==> config.mk <==
export PLATFORM = sky130hd
export DESIGN_NAME = mac_accumulator
export DESIGN_NICKNAME = d
export VERILOG_FILES = /design/src/rtl/mac_accumulator.sv
export SDC_FILE = /design/constraint.sdc
export NUM_CORES = 1
export LEC_CHECK = 0
export ABC_AREA = 0
export CAP_MARGIN = 40
export CELL_PAD_IN_SITES_DETAIL_PLACEMENT = 0
export CELL_PAD_IN_SITES_GLOBAL_PLACEMENT = 1
export CORE_MARGIN = 2
export CORE_UTILIZATION = 40
export DETAILED_ROUTE_END_ITERATION = 8
export PLACE_DENSITY = 0.82
export SLEW_MARGIN = 20
export SYNTH_ARGS = -nofsm -noshare
export SYNTH_HDL_FRONTEND = slang
export SYNTH_SLANG_ARGS = --single-unit
==> constraint.sdc <==
create_clock -name clk -period 3.1 [get_ports clk]
set_input_delay 0.62 -clock clk [delete_from_list [all_inputs] [get_ports clk]]
set_output_delay 0.62 -clock clk [all_outputs]
set_load 0.02 [all_outputs]
==> src/rtl/mac_accumulator.sv <==
// mac_accumulator: sums a stream of 16-bit products into one saturated
// dot-product result per packet. Packets close on in_last or after MAX_TERMS
// beats. Valid/ready handshake on input and output.
module mac_accumulator #(
    parameter int unsigned ACC_W     = 24,
    parameter int unsigned CNT_W     = 8,
    parameter int unsigned MAX_TERMS = 255
) (
    input  logic             clk,
    input  logic             rst,
    input  logic [15:0]      in_product,
    input  logic             in_valid,
    input  logic             in_last,
    output logic             in_ready,
    output logic [ACC_W-1:0] out_sum,
    output logic [CNT_W-1:0] out_count,
    output logic             out_ovf,
    output logic             out_trunc,
    output logic             out_valid,
    input  logic             out_ready
);

    localparam int unsigned SumW = ACC_W + 1;

    typedef enum logic {StAccum, StHold} state_t;

    state_t state_q, state_d;

    logic [ACC_W-1:0] acc_q;
    logic [CNT_W-1:0] cnt_q;
    logic             ovf_q;

    logic             accept;
    logic [SumW-1:0]  sum_ext;
    logic             sat;
    logic [ACC_W-1:0] acc_nxt;
    logic [CNT_W-1:0] cnt_nxt;
    logic             hit_max;
    logic             close;

    // Beat arithmetic: one extra bit catches the carry that triggers saturation.
    always_comb begin
        accept  = in_valid & in_ready;
        sum_ext = {1'b0, acc_q} + SumW'(in_product);
        // Once saturated the packet stays pinned at all ones.
        sat     = ovf_q | sum_ext[ACC_W];
        acc_nxt = sat ? '1 : sum_ext[ACC_W-1:0];
        cnt_nxt = cnt_q + CNT_W'(1);
        hit_max = (cnt_nxt == CNT_W'(MAX_TERMS));
        close   = accept & (in_last | hit_max);
    end

    // State register.
    always_ff @(posedge clk) begin
        if (rst) begin
            state_q <= StAccum;
        end else begin
            state_q <= state_d;
        end
    end

    // Next-state logic: close a packet into HOLD, release on output handshake.
    always_comb begin
        state_d = state_q;
        unique case (state_q)
            StAccum: if (close)     state_d = StHold;
            StHold:  if (out_ready) state_d = StAccum;
            default:                state_d = StAccum;
        endcase
    end

    // Handshake outputs decode registered state only; no path from out_ready.
    always_comb begin
        in_ready  = (state_q == StAccum);
        out_valid = (state_q == StHold);
    end

    // Accumulator and result registers; result fields hold while in HOLD.
    always_ff @(posedge clk) begin
        if (rst) begin
            acc_q     <= '0;
            cnt_q     <= '0;
            ovf_q     <= 1'b0;
            out_sum   <= '0;
            out_count <= '0;
            out_ovf   <= 1'b0;
            out_trunc <= 1'b0;
        end else if (close) begin
            out_sum   <= acc_nxt;
            out_count <= cnt_nxt;
            out_ovf   <= sat;
            // An explicit last wins over the term limit.
            out_trunc <= ~in_last;
            acc_q     <= '0;
            cnt_q     <= '0;
            ovf_q     <= 1'b0;
        end else if (accept) begin
            acc_q <= acc_nxt;
            cnt_q <= cnt_nxt;
            ovf_q <= sat;
        end
    end

endmodule

Where the registers sit:
(3 px per um) Other sequential cells in the stronger grey, the rest of the logic in the fainter grey.
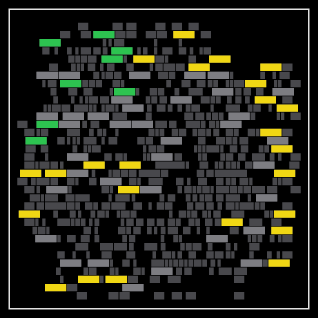
legend:
  out_sum:
    colour: yellow
    flops: 24
    where: all over the die
  out_count:
    colour: green
    flops: 8
    where: top left
Reg area: 1360 um^2
sequential cell power: 0.000959 W

The clock network:
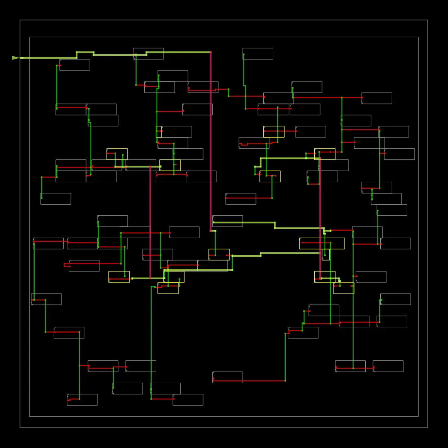
clkbuf count: 12
Clock group: 0.000733 W

==> flow_summary.json <==
{
  "outcome": "completed",
  "die.size.y_um": 99.3,
  "synth_flops": 68,
  "logic_family": "AND-OR/OR-AND gates",
  "cts_htree_levels": 3,
  "yosys.cell_types.count": 47,
  "startpoint": "in_product[0]",
  "dpl.cell_count": 632,
  "finClkSkew_ps": 10.1,
  "power_leader": "sequential cells",
  "nFillCells": 854,
  "met1_length_um": 4580,
  "synthMuxAreaShare_pct": 0.275,
  "cts_tree": "built",
  "critical_path_class": "in -> reg",
  "path_delay_family": "AND-OR/OR-AND gates",
  "die_w_um": 99.3,
  "hpwl_um": 7010,
  "holdPathStages": 2,
  "vias": 3433,
  "signal_buffers": 94,
  "grt_start_max_net_pins": 27,
  "seq_share_pct": 28.9,
  "max_freq_ghz": 0.355,
  "cp_data_arrival_time_ps": 3050,
  "drive_gt1_share_pct": 11.5,
  "power_frac_clock_pct": 32.7
}
Gate-type map:
(4 px per um)
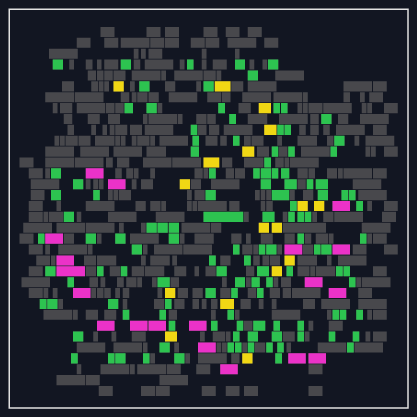
legend:
  non-inverting ao/oa cells:
    colour: yellow
    cells: 17
    most_used: a21o_1
  fa/ha/maj cells:
    colour: magenta
    cells: 19
    most_used: ha_1
  aoi and oai cells:
    colour: green
    cells: 122
    most_used: a21oi_1
most numerous logic cell after layout: dfxtp_1
Non-Filler Instances: 646
fraction of area in multi-input gates: 45.0%

Nets reached from selected ports:
(4 px per um)
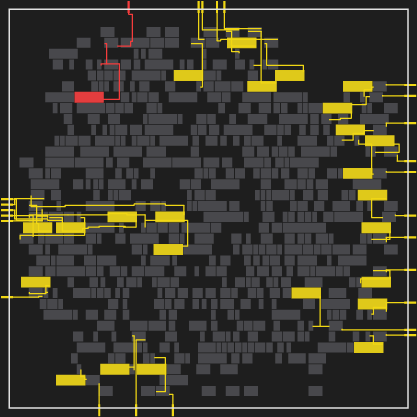
legend:
  out_sum:
    colour: yellow
    direction: output
    end_cells: 24
    wire: 591 um
  out_trunc:
    colour: red
    direction: output
    end_cells: 1
    wire: 36.8 um
I/O Buffers: 56
# IOs: 57

Power is estimated from default activity; no workload was simulated.
